==> images/m1.png <==
Scale: 4 px per um.
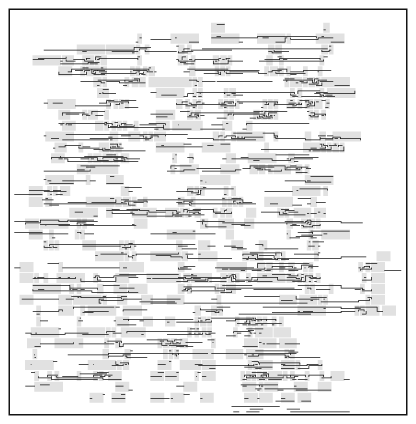
==> images/m2.png <==
Scale: 4 px per um.
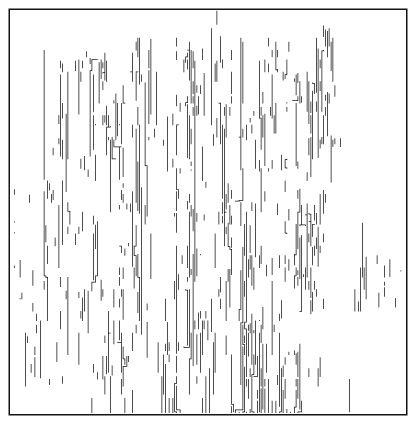
==> images/m3.png <==
Scale: 3 px per um.
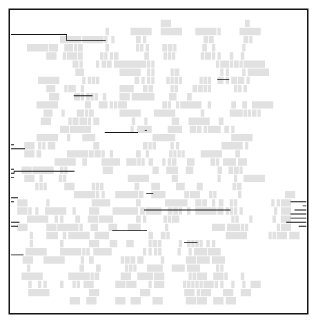
File: src/rtl/bank_refresh_scheduler_if.sv
// Bundle between the user enable decoders, the refresh scheduler and the
// per-bank refresh shift registers.
interface bank_refresh_scheduler_if #(
  parameter int unsigned N_BANKS = 8
);
  localparam int unsigned PTR_W = (N_BANKS > 1) ? $clog2(N_BANKS) : 1;

  logic [N_BANKS-1:0] bank_busy;
  logic [N_BANKS-1:0] ref_done;
  logic [N_BANKS-1:0] start_SR;
  logic [N_BANKS-1:0] ref_en_o;
  logic [N_BANKS-1:0] bank_block;
  logic [PTR_W-1:0]   ref_bank;
  logic               refreshing;
  logic               cycle_done;
  logic               err_timeout;
  logic [PTR_W-1:0]   err_bank;

  modport master (
    input  bank_busy, ref_done,
    output start_SR, ref_en_o, bank_block, ref_bank,
           refreshing, cycle_done, err_timeout, err_bank
  );

  modport slave (
    output bank_busy, ref_done,
    input  start_SR, ref_en_o, bank_block, ref_bank,
           refreshing, cycle_done, err_timeout, err_bank
  );
endinterface

File: src/rtl/bank_refresh_scheduler.sv
// Single-FSM refresh sequencer: periodic rounds over all banks, deferring each
// bank's refresh for user traffic up to a limit, with a done-edge timeout.
module bank_refresh_scheduler #(
  parameter int unsigned N_BANKS      = 8,
  parameter int unsigned REF_INTERVAL = 4055,
  parameter int unsigned MAX_DEFER    = 16,
  parameter int unsigned DONE_TIMEOUT = 256
) (
  input  logic clk,
  input  logic rst,
  bank_refresh_scheduler_if.master bus
);
  localparam int unsigned PTR_W = (N_BANKS > 1)      ? $clog2(N_BANKS)      : 1;
  localparam int unsigned INT_W = (REF_INTERVAL > 1) ? $clog2(REF_INTERVAL) : 1;
  localparam int unsigned DEF_W = (MAX_DEFER > 1)    ? $clog2(MAX_DEFER)    : 1;
  localparam int unsigned WT_W  = (DONE_TIMEOUT > 1) ? $clog2(DONE_TIMEOUT) : 1;

  typedef enum logic [2:0] {IDLE, PEND, START, WAIT_DONE, NEXT} state_e;

  state_e             state_q, state_d;
  logic [INT_W-1:0]   int_cnt_q, int_cnt_d;
  logic [DEF_W-1:0]   defer_cnt_q, defer_cnt_d;
  logic [WT_W-1:0]    wait_cnt_q, wait_cnt_d;
  logic [PTR_W-1:0]   ptr_q, ptr_d;
  logic               force_q, force_d;
  logic               err_timeout_q, err_timeout_d;
  logic [PTR_W-1:0]   err_bank_q, err_bank_d;
  logic [N_BANKS-1:0] ref_done_q;
  logic               done_edge;
  logic [N_BANKS-1:0] ptr_onehot;

  always_ff @(posedge clk) begin
    if (rst) begin
      state_q       <= IDLE;
      int_cnt_q     <= '0;
      defer_cnt_q   <= '0;
      wait_cnt_q    <= '0;
      ptr_q         <= '0;
      force_q       <= 1'b0;
      err_timeout_q <= 1'b0;
      err_bank_q    <= '0;
      ref_done_q    <= '0;
    end else begin
      state_q       <= state_d;
      int_cnt_q     <= int_cnt_d;
      defer_cnt_q   <= defer_cnt_d;
      wait_cnt_q    <= wait_cnt_d;
      ptr_q         <= ptr_d;
      force_q       <= force_d;
      err_timeout_q <= err_timeout_d;
      err_bank_q    <= err_bank_d;
      ref_done_q    <= bus.ref_done;
    end
  end

  // Only a fresh 0->1 transition on the selected bank counts as completion.
  assign done_edge = bus.ref_done[ptr_q] & ~ref_done_q[ptr_q];

  always_comb begin
    state_d       = state_q;
    int_cnt_d     = int_cnt_q;
    defer_cnt_d   = defer_cnt_q;
    wait_cnt_d    = wait_cnt_q;
    ptr_d         = ptr_q;
    force_d       = force_q;
    err_timeout_d = err_timeout_q;
    err_bank_d    = err_bank_q;
    case (state_q)
      IDLE: begin
        if (int_cnt_q == INT_W'(REF_INTERVAL - 1)) begin
          int_cnt_d = '0;
          state_d   = PEND;
        end else begin
          int_cnt_d = int_cnt_q + INT_W'(1);
        end
      end
      PEND: begin
        if (!bus.bank_busy[ptr_q] || force_q) begin
          state_d = START;
        end else if (defer_cnt_q == DEF_W'(MAX_DEFER - 1)) begin
          force_d = 1'b1;
        end else begin
          defer_cnt_d = defer_cnt_q + DEF_W'(1);
        end
      end
      START: begin
        wait_cnt_d = '0;
        state_d    = WAIT_DONE;
      end
      WAIT_DONE: begin
        if (done_edge) begin
          state_d = NEXT;
        end else if (wait_cnt_q == WT_W'(DONE_TIMEOUT - 1)) begin
          err_timeout_d = 1'b1;
          err_bank_d    = ptr_q;
          state_d       = NEXT;
        end else begin
          wait_cnt_d = wait_cnt_q + WT_W'(1);
        end
      end
      NEXT: begin
        defer_cnt_d = '0;
        force_d     = 1'b0;
        if (ptr_q == PTR_W'(N_BANKS - 1)) begin
          ptr_d   = '0;
          state_d = IDLE;
        end else begin
          ptr_d   = ptr_q + PTR_W'(1);
          state_d = PEND;
        end
      end
      default: state_d = IDLE;
    endcase
  end

  assign ptr_onehot = N_BANKS'(1) << ptr_q;

  always_comb begin
    bus.start_SR    = (state_q == START) ? ptr_onehot : '0;
    bus.ref_en_o    = (state_q == START || state_q == WAIT_DONE) ? ptr_onehot : '0;
    bus.bank_block  = (state_q == START || state_q == WAIT_DONE ||
                       (state_q == PEND && force_q)) ? ptr_onehot : '0;
    bus.ref_bank    = ptr_q;
    bus.refreshing  = (state_q != IDLE);
    bus.cycle_done  = (state_q == NEXT) && (ptr_q == PTR_W'(N_BANKS - 1));
    bus.err_timeout = err_timeout_q;
    bus.err_bank    = err_bank_q;
  end
endmodule
File: src/flat_wrapper.sv
// flat-port wrapper written by rule: the top's interface ports become plain ports
module bank_refresh_scheduler_flat 
#(
  parameter int unsigned N_BANKS      = 8,
  parameter int unsigned REF_INTERVAL = 4055,
  parameter int unsigned MAX_DEFER    = 16,
  parameter int unsigned DONE_TIMEOUT = 256
)
  (clk, rst, bus_bank_busy, bus_ref_done, bus_start_SR, bus_ref_en_o, bus_bank_block, bus_ref_bank, bus_refreshing, bus_cycle_done, bus_err_timeout, bus_err_bank);
  bank_refresh_scheduler_if #(.N_BANKS(N_BANKS)) bus_i ();
  input  logic clk;
  input  logic rst;
  input wire logic [$bits(bus_i.bank_busy)-1:0] bus_bank_busy;
  input wire logic [$bits(bus_i.ref_done)-1:0] bus_ref_done;
  output wire logic [$bits(bus_i.start_SR)-1:0] bus_start_SR;
  output wire logic [$bits(bus_i.ref_en_o)-1:0] bus_ref_en_o;
  output wire logic [$bits(bus_i.bank_block)-1:0] bus_bank_block;
  output wire logic [$bits(bus_i.ref_bank)-1:0] bus_ref_bank;
  output wire logic [$bits(bus_i.refreshing)-1:0] bus_refreshing;
  output wire logic [$bits(bus_i.cycle_done)-1:0] bus_cycle_done;
  output wire logic [$bits(bus_i.err_timeout)-1:0] bus_err_timeout;
  output wire logic [$bits(bus_i.err_bank)-1:0] bus_err_bank;
  assign bus_i.bank_busy = bus_bank_busy;
  assign bus_i.ref_done = bus_ref_done;
  assign bus_start_SR = bus_i.start_SR;
  assign bus_ref_en_o = bus_i.ref_en_o;
  assign bus_bank_block = bus_i.bank_block;
  assign bus_ref_bank = bus_i.ref_bank;
  assign bus_refreshing = bus_i.refreshing;
  assign bus_cycle_done = bus_i.cycle_done;
  assign bus_err_timeout = bus_i.err_timeout;
  assign bus_err_bank = bus_i.err_bank;
  bank_refresh_scheduler #(.N_BANKS(N_BANKS), .REF_INTERVAL(REF_INTERVAL), .MAX_DEFER(MAX_DEFER), .DONE_TIMEOUT(DONE_TIMEOUT)) u_core (.clk(clk), .rst(rst), .bus(bus_i));
endmodule
File: config.mk
export PLATFORM = sky130hd
export DESIGN_NAME = bank_refresh_scheduler_flat
export DESIGN_NICKNAME = d
export VERILOG_FILES = /design/src/rtl/bank_refresh_scheduler_if.sv /design/src/rtl/bank_refresh_scheduler.sv /design/src/flat_wrapper.sv
export SDC_FILE = /design/constraint.sdc
export NUM_CORES = 1
export LEC_CHECK = 0
export ABC_AREA = 1
export CAP_MARGIN = 20
export CORE_AREA = 2 2 97 99
export DETAILED_ROUTE_END_ITERATION = 8
export DIE_AREA = 0 0 99 101
export PLACE_DENSITY_LB_ADDON = 0.05
export SKIP_CTS_REPAIR_TIMING = 1
export SLEW_MARGIN = 20
export SYNTH_ARGS = -nofsm -noshare
export SYNTH_HDL_FRONTEND = slang
export SYNTH_SLANG_ARGS = --single-unit
File: constraint.sdc
create_clock -name clk -period 2.1 [get_ports clk]
set_input_delay 0.21 -clock clk [delete_from_list [all_inputs] [get_ports clk]]
set_output_delay 0.21 -clock clk [all_outputs]
set_load 0.005 [all_outputs]
==> metrics.cfg <==
[clock_tree]
clk_pin_slew_ps=90
cts_tree=done
clockRootBuffer=clkbuf_8
htreeDepth=2
cts_buffer_depth=2
insertion_delay_ps=300

[timing]
holdWs_ps=458.7
clock-skew-final_ps=11.65
layout_min_cycle_time_ps=2026
grt_setup_unrepaired=true
relSlewSlack=0.6593
drv_slew=0

[layout]
syn2layout_area_growth_pct=30.30
finalNonFillerCells=557
layout_top_cell=nand2_1
final_cell_mix=89 x nand2_1, 68 x nor2_1, 46 x inv_1
num_antenna_cells=0

[power_and_ir_drop]
irDropWorstVdd_mv=0.2305
p_per_area_nw_per_um2=475.7
power.leakage_nw=1.511

[critical_path]
critPathBufInv=3
max_stage_delay_ps=520
crit_cells=6
critPathArrivalTime_ps=1820
crit_slowest_cell=clkdlybuf4s50_1
reg2regPathDepth=11
crit_chain=buf_4, inv_4, ha_2, nand2_1, nor2_1, clkdlybuf4s50_1
cp-start-kind=flip-flop
critical-path-top-delay-family=buffers and inverters
cp_max_fo=7

[route]
ant_nets=0
routed_wl_um=6606
vias_per_cell=4.449
drtIter0Drc=76

[synthesis]
ys_area_um2=2626
ys_seq_frac=0.3278
ys_types=33
syn_area_um2=2626
yosys_warnings=0
synthCells=390
ys_ff=43

[run]
warning_count=32
max_cap_viol_count=0

[floorplan]
rows=35
ios=51
die_h_um=101
die_w_um=99
core_um2=8977

[placement]
post_dp_cell_area_um2=3254
dp.cells=549
portBuffers=50

[global_route]
antenna_found_initial=0
track_usage=0.1401
grt_max_degree=26
grt_pass1_vias=2485

[worst_hold_path]
min_path_type=input port to flip-flop

[outcome]
outcome=complete, no violations

Back to the opening pictures, m1.png:
wire length on this layer: 3320 um
main direction: horizontal
nets with wire on the layer: 434
share of all routed wire: 50%

Back to the opening pictures, m2.png:
share of all routed wire: 46%
longest straight run: 55.1 um

Back to the opening pictures, m3.png:
nets with wire on the layer: 23
main direction: horizontal
share of all routed wire: 2.5%
longest straight run: 28.5 um

metrics by stage:
step	setup slack (ps)	utilization
after detailed placement	229.8	0.3625
after CTS	-123.7	0.3760
after global routing	-7.116	0.3812
after floorplan	698.1	-
final	73.54	0.3812
after global placement	229.2	0.3625
path summary, 6_finish.rpt:
check	from	end
worst max-delay path	u_core.bus.ref_bank[1]	bus_bank_block[4]
worst min-delay path	bus_ref_done[3]	u_core.ref_done_q[3]
worst max register to register	u_core.wait_cnt_q[0]	u_core.wait_cnt_q[0]
worst min register to register	u_core.bus.err_timeout	u_core.bus.err_timeout
power breakdown:
part / total [W] / switching, W / internal, W
registers: 0.000833 / 0.00000662 / 0.000826
clock network: 0.000700 / 0.000308 / 0.000392
logic: 0.0000954 / 0.0000450 / 0.0000504
total: 0.00163 / 0.000360 / 0.00127
state kept, by name, indices dropped and copies added, names as in the netlist:
name,flops
u_core.state_q,3
u_core.bus.ref_bank,3
u_core.ref_done_q,8
u_core.int_cnt_q,12
u_core.defer_cnt_q,4
u_core.bus.err_bank,3
u_core.wait_cnt_q,8
u_core.bus.err_timeout,1
u_core.force_q,1
logic make-up (layout without fill, tap and decap cells):
family / count (synthesis) / after routing / share of synthesized area
flops: 43 / 43 / 0.3278
compound gates: 42 / 42 / 0.08909
simple gates: 222 / 222 / 0.4083
buf+inv: 69 / 125 / 0.1139
fa+ha+maj: 10 / 10 / 0.04764
xor+xnor: 4 / 4 / 0.01334
final cells by class:
cell class | count | area (um^2)
clock buffer | 6 | 82.58
multi-input combinational | 278 | 1481
timing repair buffer | 59 | 583.1
sequential | 43 | 869.6
clock inverter | 2 | 38.79
inverter | 58 | 227.7
tap | 111 | 138.9
fill | 955 | 5555
cell usage after synthesis:
library cell / number / share of area
nand2_1: 89 / 0.13
nor2_1: 68 / 0.097
inv_1: 47 / 0.067
dfxtp_1: 43 / 0.33
nand3_1: 26 / 0.050
a21oi_1: 22 / 0.042
ha_1: 10 / 0.048
inv_2: 10 / 0.014
nand3_2: 10 / 0.038
o21ai_0: 10 / 0.019
a21oi_2: 6 / 0.020
nand4_1: 5 / 0.012
nor2_2: 4 / 0.0095
xor2_1: 4 / 0.013
buf_2: 3 / 0.0057
buf_6: 3 / 0.013
clkbuf_1: 3 / 0.0043
nand2_2: 3 / 0.0071
nand3_4: 3 / 0.020
o21ai_1: 3 / 0.0057
and3_1: 2 / 0.0048
nand3b_4: 2 / 0.015
nor3_1: 2 / 0.0038
nor3b_1: 2 / 0.0057
or2_1: 2 / 0.0048
buf_1: 1 / 0.0014
buf_8: 1 / 0.0057
inv_4: 1 / 0.0024
nand3b_1: 1 / 0.0029
nand3b_2: 1 / 0.0043
nor3_2: 1 / 0.0038
o22ai_1: 1 / 0.0024
or2_2: 1 / 0.0024
metal layers:
| layer | vias to the layer above | GRT usage | wire, um |
|---|---|---|---|
| li1 | 1328 | - | - |
| met1 | 1116 | 0.1879 | 3318 |
| met2 | 29 | 0.2339 | 3056 |
| met3 | 5 | 0.02288 | 167 |
| met4 | 0 | 0.03793 | 63 |
| met5 | - | 0 | 0 |
Power is estimated from default activity; no workload was simulated.
